File: src/rtl/rom_read_pkg.sv
// rom_read_pkg: shared AXI width defines and common types for the ROM read master.
// The AXI define block is guarded so other blocks of the codebase can repeat it.
`ifndef ROM_READ_AXI_DEFINES
`define ROM_READ_AXI_DEFINES
`define AXI_ID_W    4
`define AXI_ADDR_W  32
`define AXI_DATA_W  32
`define AXI_LEN_W   4
`define AXI_SIZE_W  3
`define AXI_BURST_W 2
`define AXI_RESP_W  2
`endif

package rom_read_pkg;

    // Read master control states
    typedef enum logic [1:0] {
        ST_IDLE = 2'd0,
        ST_ADDR = 2'd1,
        ST_DATA = 2'd2
    } state_t;

    // Every ROM access is a full 32-bit word, incrementing burst
    localparam logic [`AXI_SIZE_W-1:0]  SIZE_WORD  = 3'b010;
    localparam logic [`AXI_BURST_W-1:0] BURST_INCR = 2'b01;

    // One buffered response beat: data word, error flag, last-of-burst flag
    typedef struct packed {
        logic [`AXI_DATA_W-1:0] data;
        logic                   err;
        logic                   last;
    } rsp_ent_t;

    localparam int RSP_W = $bits(rsp_ent_t);

    // Word-align a byte address (ROM is only ever read as whole words)
    function automatic logic [`AXI_ADDR_W-1:0] word_align(input logic [`AXI_ADDR_W-1:0] a);
        return a & ~(`AXI_ADDR_W'(3));
    endfunction

endpackage

File: src/rtl/rsp_fifo.sv
// rsp_fifo: small first-word-fall-through buffer between the AXI R channel and
// the requester. Head entry is visible whenever the buffer is non-empty.
module rsp_fifo #(
    parameter int DEPTH = 2,
    parameter int WIDTH = 34
) (
    input  logic             clk,
    input  logic             rst,
    input  logic             push,
    input  logic [WIDTH-1:0] push_data,
    input  logic             pop,
    output logic [WIDTH-1:0] head,
    output logic             empty,
    output logic             full
);

    // DEPTH is a power of two, so the pointers wrap on their own
    localparam int AW = (DEPTH > 1) ? $clog2(DEPTH) : 1;
    localparam logic [AW:0] DEPTH_CNT = (AW+1)'(DEPTH);

    logic [WIDTH-1:0] mem [DEPTH];
    logic [AW-1:0]    wr_ptr;
    logic [AW-1:0]    rd_ptr;
    logic [AW:0]      count;
    logic             do_push;
    logic             do_pop;

    // Status comes only from the registered occupancy count
    assign empty   = (count == '0);
    assign full    = (count == DEPTH_CNT);
    assign do_push = push & ~full;
    assign do_pop  = pop & ~empty;
    assign head    = mem[rd_ptr];

    // Pointer and occupancy bookkeeping; simultaneous push/pop keeps count
    always_ff @(posedge clk) begin
        if (rst) begin
            wr_ptr <= '0;
            rd_ptr <= '0;
            count  <= '0;
        end else begin
            if (do_push) wr_ptr <= wr_ptr + AW'(1);
            if (do_pop)  rd_ptr <= rd_ptr + AW'(1);
            case ({do_push, do_pop})
                2'b10:   count <= count + (AW+1)'(1);
                2'b01:   count <= count - (AW+1)'(1);
                default: count <= count;
            endcase
        end
    end

    // Storage array; no reset needed because count gates visibility
    always_ff @(posedge clk) begin
        if (do_push) mem[wr_ptr] <= push_data;
    end

endmodule

File: src/rtl/rom_read_master.sv
// rom_read_master: turns one requester command (word address + beat count)
// into a single AXI INCR read burst and streams the returned words back
// through a small response buffer. Foreign-ID beats and RLAST disagreements
// are absorbed and reported on a sticky protocol_err flag.
module rom_read_master
    import rom_read_pkg::*;
#(
    parameter logic [`AXI_ID_W-1:0] MASTER_ID = 4'd0,
    parameter int                   BUF_DEPTH = 2
) (
    input  logic                    clk,
    input  logic                    resetn,       // active-high despite the name

    input  logic                    req_valid,
    output logic                    req_ready,
    input  logic [`AXI_ADDR_W-1:0]  req_addr,
    input  logic [`AXI_LEN_W-1:0]   req_len,

    output logic                    rsp_valid,
    input  logic                    rsp_ready,
    output logic [`AXI_DATA_W-1:0]  rsp_data,
    output logic                    rsp_last,
    output logic                    rsp_err,

    output logic [`AXI_ID_W-1:0]    ARID,
    output logic [`AXI_ADDR_W-1:0]  ARADDR,
    output logic [`AXI_LEN_W-1:0]   ARLEN,
    output logic [`AXI_SIZE_W-1:0]  ARSIZE,
    output logic [`AXI_BURST_W-1:0] ARBURST,
    output logic                    ARVALID,
    input  logic                    ARREADY,

    input  logic [`AXI_ID_W-1:0]    RID,
    input  logic [`AXI_DATA_W-1:0]  RDATA,
    input  logic [`AXI_RESP_W-1:0]  RRESP,
    input  logic                    RLAST,
    input  logic                    RVALID,
    output logic                    RREADY,

    output logic                    protocol_err
);

    state_t                  state;
    logic [`AXI_ADDR_W-1:0]  addr_q;
    logic [`AXI_LEN_W-1:0]   len_q;
    logic [`AXI_LEN_W-1:0]   beat_cnt;
    logic                    req_ready_q;
    logic                    arvalid_q;
    logic                    perr_q;

    logic                    fifo_empty;
    logic                    fifo_full;
    logic                    r_hs;
    logic                    id_ok;
    logic                    push;
    logic                    pop;
    logic                    cnt_zero;
    logic                    last_bad;
    rsp_ent_t                push_ent;
    rsp_ent_t                head_ent;

    // R channel: accept only while collecting a burst and the buffer has room.
    // Both terms are registered, so RREADY never depends on RVALID.
    assign RREADY   = (state == ST_DATA) & ~fifo_full & ~resetn;
    assign r_hs     = RVALID & RREADY;
    assign id_ok    = (RID == MASTER_ID);
    assign push     = r_hs & id_ok;
    assign cnt_zero = (beat_cnt == '0);
    // The beat counter, not RLAST, decides where the burst ends
    assign last_bad = RLAST ^ cnt_zero;

    assign push_ent = '{data: RDATA, err: (RRESP != 2'b00), last: cnt_zero};

    rsp_fifo #(
        .DEPTH (BUF_DEPTH),
        .WIDTH (RSP_W)
    ) u_rsp_fifo (
        .clk       (clk),
        .rst       (resetn),
        .push      (push),
        .push_data (push_ent),
        .pop       (pop),
        .head      (head_ent),
        .empty     (fifo_empty),
        .full      (fifo_full)
    );

    // Requester response side: head entry falls through
    assign rsp_valid = ~fifo_empty & ~resetn;
    assign pop       = rsp_valid & rsp_ready;
    assign rsp_data  = head_ent.data;
    assign rsp_last  = head_ent.last;
    assign rsp_err   = head_ent.err;

    // Handshake outputs are held low for the whole reset cycle, not just after it
    assign req_ready    = req_ready_q & ~resetn;
    assign ARVALID      = arvalid_q & ~resetn;
    assign ARID         = resetn ? '0 : MASTER_ID;
    assign ARADDR       = resetn ? '0 : addr_q;
    assign ARLEN        = resetn ? '0 : len_q;
    assign ARSIZE       = SIZE_WORD;
    assign ARBURST      = BURST_INCR;
    assign protocol_err = perr_q & ~resetn;

    // Command FSM: capture request, issue AR, count R beats back down to zero
    always_ff @(posedge clk) begin
        if (resetn) begin
            state       <= ST_IDLE;
            addr_q      <= '0;
            len_q       <= '0;
            beat_cnt    <= '0;
            req_ready_q <= 1'b1;
            arvalid_q   <= 1'b0;
            perr_q      <= 1'b0;
        end else begin
            case (state)
                ST_IDLE: begin
                    if (req_valid && req_ready_q) begin
                        addr_q      <= word_align(req_addr);
                        len_q       <= req_len;
                        perr_q      <= 1'b0;
                        req_ready_q <= 1'b0;
                        arvalid_q   <= 1'b1;
                        state       <= ST_ADDR;
                    end
                end
                ST_ADDR: begin
                    // AR fields come straight from addr_q/len_q, stable until accepted
                    if (arvalid_q && ARREADY) begin
                        beat_cnt  <= len_q;
                        arvalid_q <= 1'b0;
                        state     <= ST_DATA;
                    end
                end
                ST_DATA: begin
                    if (r_hs) begin
                        if (!id_ok) begin
                            // Foreign beat: swallowed, counter untouched
                            perr_q <= 1'b1;
                        end else begin
                            if (last_bad) perr_q <= 1'b1;
                            if (cnt_zero) begin
                                state       <= ST_IDLE;
                                req_ready_q <= 1'b1;
                            end else begin
                                beat_cnt <= beat_cnt - `AXI_LEN_W'(1);
                            end
                        end
                    end
                end
                default: begin
                    state       <= ST_IDLE;
                    req_ready_q <= 1'b1;
                    arvalid_q   <= 1'b0;
                end
            endcase
        end
    end

endmodule

File: config.mk
export PLATFORM = sky130hd
export DESIGN_NAME = rom_read_master
export DESIGN_NICKNAME = d
export VERILOG_FILES = /design/src/rtl/rom_read_pkg.sv /design/src/rtl/rsp_fifo.sv /design/src/rtl/rom_read_master.sv
export SDC_FILE = /design/constraint.sdc
export NUM_CORES = 1
export LEC_CHECK = 0
export CAP_MARGIN = 30
export CORE_ASPECT_RATIO = 0.6
export CORE_MARGIN = 2
export CORE_UTILIZATION = 49
export CTS_CLUSTER_DIAMETER = 200
export CTS_CLUSTER_SIZE = 20
export DETAILED_ROUTE_END_ITERATION = 10
export PLACE_DENSITY = 0.86
export SLEW_MARGIN = 20
export SYNTH_ARGS = -nofsm -noshare
export SYNTH_HDL_FRONTEND = slang
export SYNTH_SLANG_ARGS = --single-unit
File: constraint.sdc
create_clock -name clk -period 6.9 [get_ports clk]
set_input_delay 0.69 -clock clk [delete_from_list [all_inputs] [get_ports clk]]
set_output_delay 0.69 -clock clk [all_outputs]
set_load 0.02 [all_outputs]
clocks.png
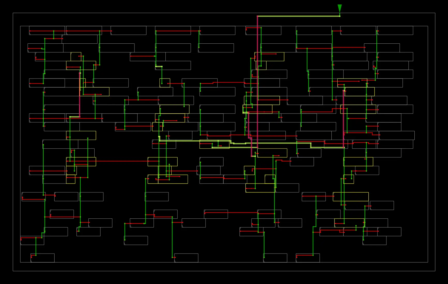
Layout Skew: 0.0100 ns
Sink Count: 116
clk latency late pin: 0.40 ns
num sequential: 116
clock buffer count: 17

placement_by_type.png
Bar = 50 um.
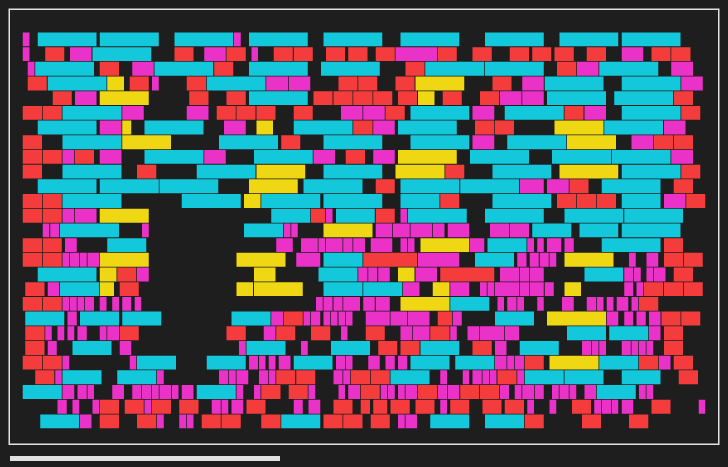
[red] other buffers and delay cells | cells: 156 | share of their area: 23%
[cyan] flops | cells: 116 | share of their area: 44%
[magenta] combinational and other logic | cells: 258 | share of their area: 23%
[yellow] clock drivers and dummy loads | cells: 32 | share of their area: 9.1%
final core occ: 74.9%
fraction of area in registers: 43.1%
finished layout cell area: 6960 sq um
# rows: 27

==> impl_metrics.env <==
# flow metrics
export IMPL_cp_data_arrival_time_ns=2.17
export IMPL_synthTopLogicFamily="simple AND/OR/NAND/NOR gates"
export IMPL_finalHoldViolCount=0
export IMPL_ys_ff=116
export IMPL_gr_usage_met3_pct=4.80
export IMPL_critPathKind="input pin to primary output"
export IMPL_r2r_start="state[1]$_SDFFE_PP0P_"
export IMPL_critPathRequiredTime_ns=6.21
export IMPL_wire_per_inst_um=15.1
export IMPL_finalPower_mw=1.81
export IMPL_syn_avg_cell_area_sq_um=11.9
export IMPL_ys_top_cells_by_area="edfxtp_1, dfxtp_1, mux2_2"
export IMPL_fp_dieW_um=131
export IMPL_cts_buffer_depth=2
export IMPL_setup_tns_ns=0
export IMPL_path_max_fanout=89
export IMPL_r2r_setup_slack_ns=4.62
export IMPL_comb_area_sq_um=1580
export IMPL_fillerInstances=601
export IMPL_placed_cell_area_sq_um=6290
export IMPL_wl_met3_um=524
export IMPL_area_growth_pct=46.7
export IMPL_drtPass1Iterations=4
export IMPL_synthMuxAreaShare_pct=8.28
export IMPL_routabilityCongestion=0.771
export IMPL_yosysTopAreaCell="edfxtp_1"
export IMPL_wirelength_um=10400
export IMPL_worstMarginPinSlew_ns=0.813
export IMPL_hold_path_end="addr_q[27]$_SDFFE_PP0P_"
export IMPL_vias=3358
export IMPL_tool_warnings=28
export IMPL_yosysSeqAreaShare_pct=63.3
export IMPL_gr_usage_met2_pct=31.3
export IMPL_rsz0062_at_grt="false"
export IMPL_adder_share_pct=0.527
export IMPL_setup_worst_path_start="resetn"
export IMPL_worstSetupEndpoint="rsp_valid"
export IMPL_wl_met1_um=4700
export IMPL_min_period_ns=2.86
export IMPL_ys_warn_count=0
export IMPL_htreeDepth=4
export IMPL_cts_tree="done"
export IMPL_slew_violations=0
export IMPL_antenna_found_initial=0
export IMPL_ys_cells=400
export IMPL_layout_top_cells="clkdlybuf4s50_1, nand2_1, edfxtp_1"
export IMPL_die_area_sq_um=10500
export IMPL_gr_usage_met1_pct=26.1
export IMPL_dr_wl_met2_um=5090
export IMPL_diodes=0
export IMPL_r2r_cells=4
export IMPL_timing_fmax_mhz=350
export IMPL_r2r_end="u_rsp_fifo.mem[0][26]$_DFFE_PP_"
export IMPL_top_cell_area_share_pct=43.0
export IMPL_ctsResizeCount=0
export IMPL_grt_pass1_vias=3239
export IMPL_grt_ovfl_total=0
export IMPL_aoi_share_pct=6.72
export IMPL_yosysChipArea_sq_um=4750
export IMPL_initCoreUtil_pct=51.1
export IMPL_edf_count=68
export IMPL_power_density_nw_per_um2=260
export IMPL_xor_area_share_pct=0.923
export IMPL_cts_root_buf="clkbuf_16"
export IMPL_portBuffers=151
export IMPL_regArea_sq_um=3000
export IMPL_ant_nets=0
export IMPL_hp_class="register to register"
export IMPL_track_usage_pct=19.8
export IMPL_synthFlopType="edfxtp_1"
export IMPL_maxUsedRoutingLayer="met4"
export IMPL_synth_async_reset_ratio_pct=0
export IMPL_drv_cap=0
export IMPL_synth_area_sq_um=4750
export IMPL_cts_post_setup_buffers_inserted=0
export IMPL_viasPerCell=4.85
export IMPL_setup_viol=0
export IMPL_end_kind="primary output"
export IMPL_slew_headroom_pct=45.8
export IMPL_outcome="finished, final reports clean"
export IMPL_cp_start_kind="input pin"
export IMPL_hold_start="addr_q[27]$_SDFFE_PP0P_"
export IMPL_grt_busiest_layer="met2"
export IMPL_fin_nets=632
export IMPL_leakagePower_nw=2.43
export IMPL_drive_above_1_share_pct=14.9
export IMPL_syn_inst=400
export IMPL_dpl_hpwl_um=6940
export IMPL_ctsHoldBuffers=0
export IMPL_cts_made_buffers=17
export IMPL_hold_depth=2
export IMPL_clkTransAtPathRegs_ns=0.06
export IMPL_ys_sh_simple_pct=15.6
export IMPL_drtIter0Drc=191
export IMPL_grt_first_pass_wirelength_um=15700
export IMPL_ys_types=45
export IMPL_grt_max_degree=90
export IMPL_drc=0
export IMPL_fin_crit_sh_pct=41.4
export IMPL_ios=165
power_grid.png
Pins as bars on the die edge. Tap cells in grey.
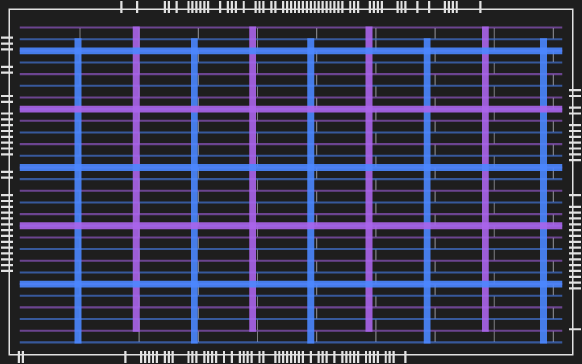
[blue] VSS
[purple] VDD
met5 straps: 5
tap cells: 130
met1 rails: 28
met4 straps: 9
signal pins: 165
Die H: 80.2 um
Worst VDD drop: 0.000173 V
core area: 9290 sq um

logic_types.png
Bar = 50 um.
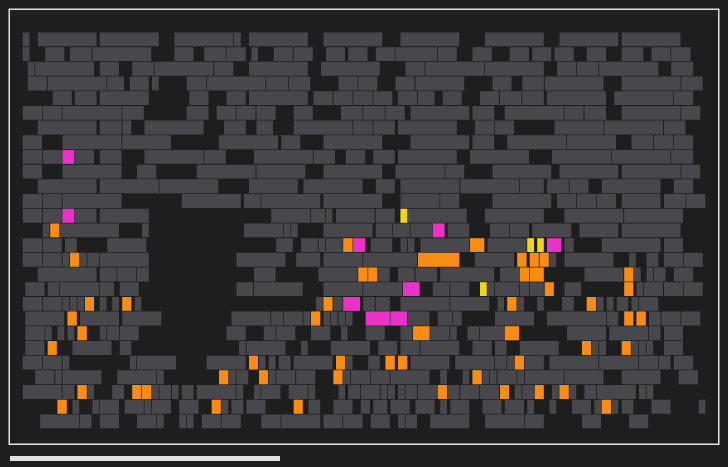
[orange] inverting AOI/OAI gates | cells: 50 | most used: a21oi_1
[yellow] inverters | cells: 4 | most used: inv_1
[magenta] AND and OR gates | cells: 9 | most used: or2_2
multi-input combinational area share: 22.7%
Commonest Layout Cell: clkdlybuf4s50_1

-- flip-flops by register name (all words and copies together) (netlist names), named ones only --
| name | flops |
|---|---|
| perr_q | 1 |
| u_rsp_fifo.mem | 68 |
| addr_q | 30 |
| arvalid_q | 1 |
| req_ready_q | 1 |
| u_rsp_fifo.wr_ptr | 1 |
| state | 2 |
| u_rsp_fifo.rd_ptr | 1 |
| len_q | 4 |
| beat_cnt | 4 |
| u_rsp_fifo.count | 2 |
-- worst max-delay path, stage by stage --
cell,delay (ns)
buf_2,0.07
buf_4,0.63
nor2_1,0.16
clkdlybuf4s50_1,0.59
-- cell type report --
| class | instances | share of cell area (%) |
|---|---|---|
| sequential | 116 | 43.1 |
| timing repair buffer | 156 | 22.8 |
| multi-input combinational | 254 | 22.7 |
| clock buffer | 17 | 6.11 |
| clock inverter | 15 | 2.77 |
| tap | 130 | 2.34 |
| inverter | 4 | 0.216 |
-- where the power goes --
part / internal, mW / switching, mW / leakage, nW
combinational: 0.0784 / 0.0718 / 1.13
clock: 0.578 / 0.326 / 0.302
sequential: 0.749 / 0.0101 / 0.997
-- synth_stat cells (all sizes together) (3+ instances only) --
| library cell | count |
|---|---|
| mux2 | 34 |
| edfxtp | 68 |
| nor3 | 3 |
| nor2b | 38 |
| nand2 | 70 |
| dfxtp | 48 |
| clkbuf | 19 |
| buf | 16 |
| xnor2 | 4 |
| inv | 4 |
| a21oi | 41 |
| nor2 | 19 |
| o21ai | 4 |
-- through the flow --
step                setup slack [ns]  instances  hold slack (ns)
finish                          4.04        692            0.447
global route                    3.91        692            0.469
CTS                             3.98        690            0.450
detailed placement              3.59        658            0.442
global placement                3.60        658            0.438
floorplan                       3.45        409            0.432
No activity file was given, so power comes from the tool's default toggle rates.
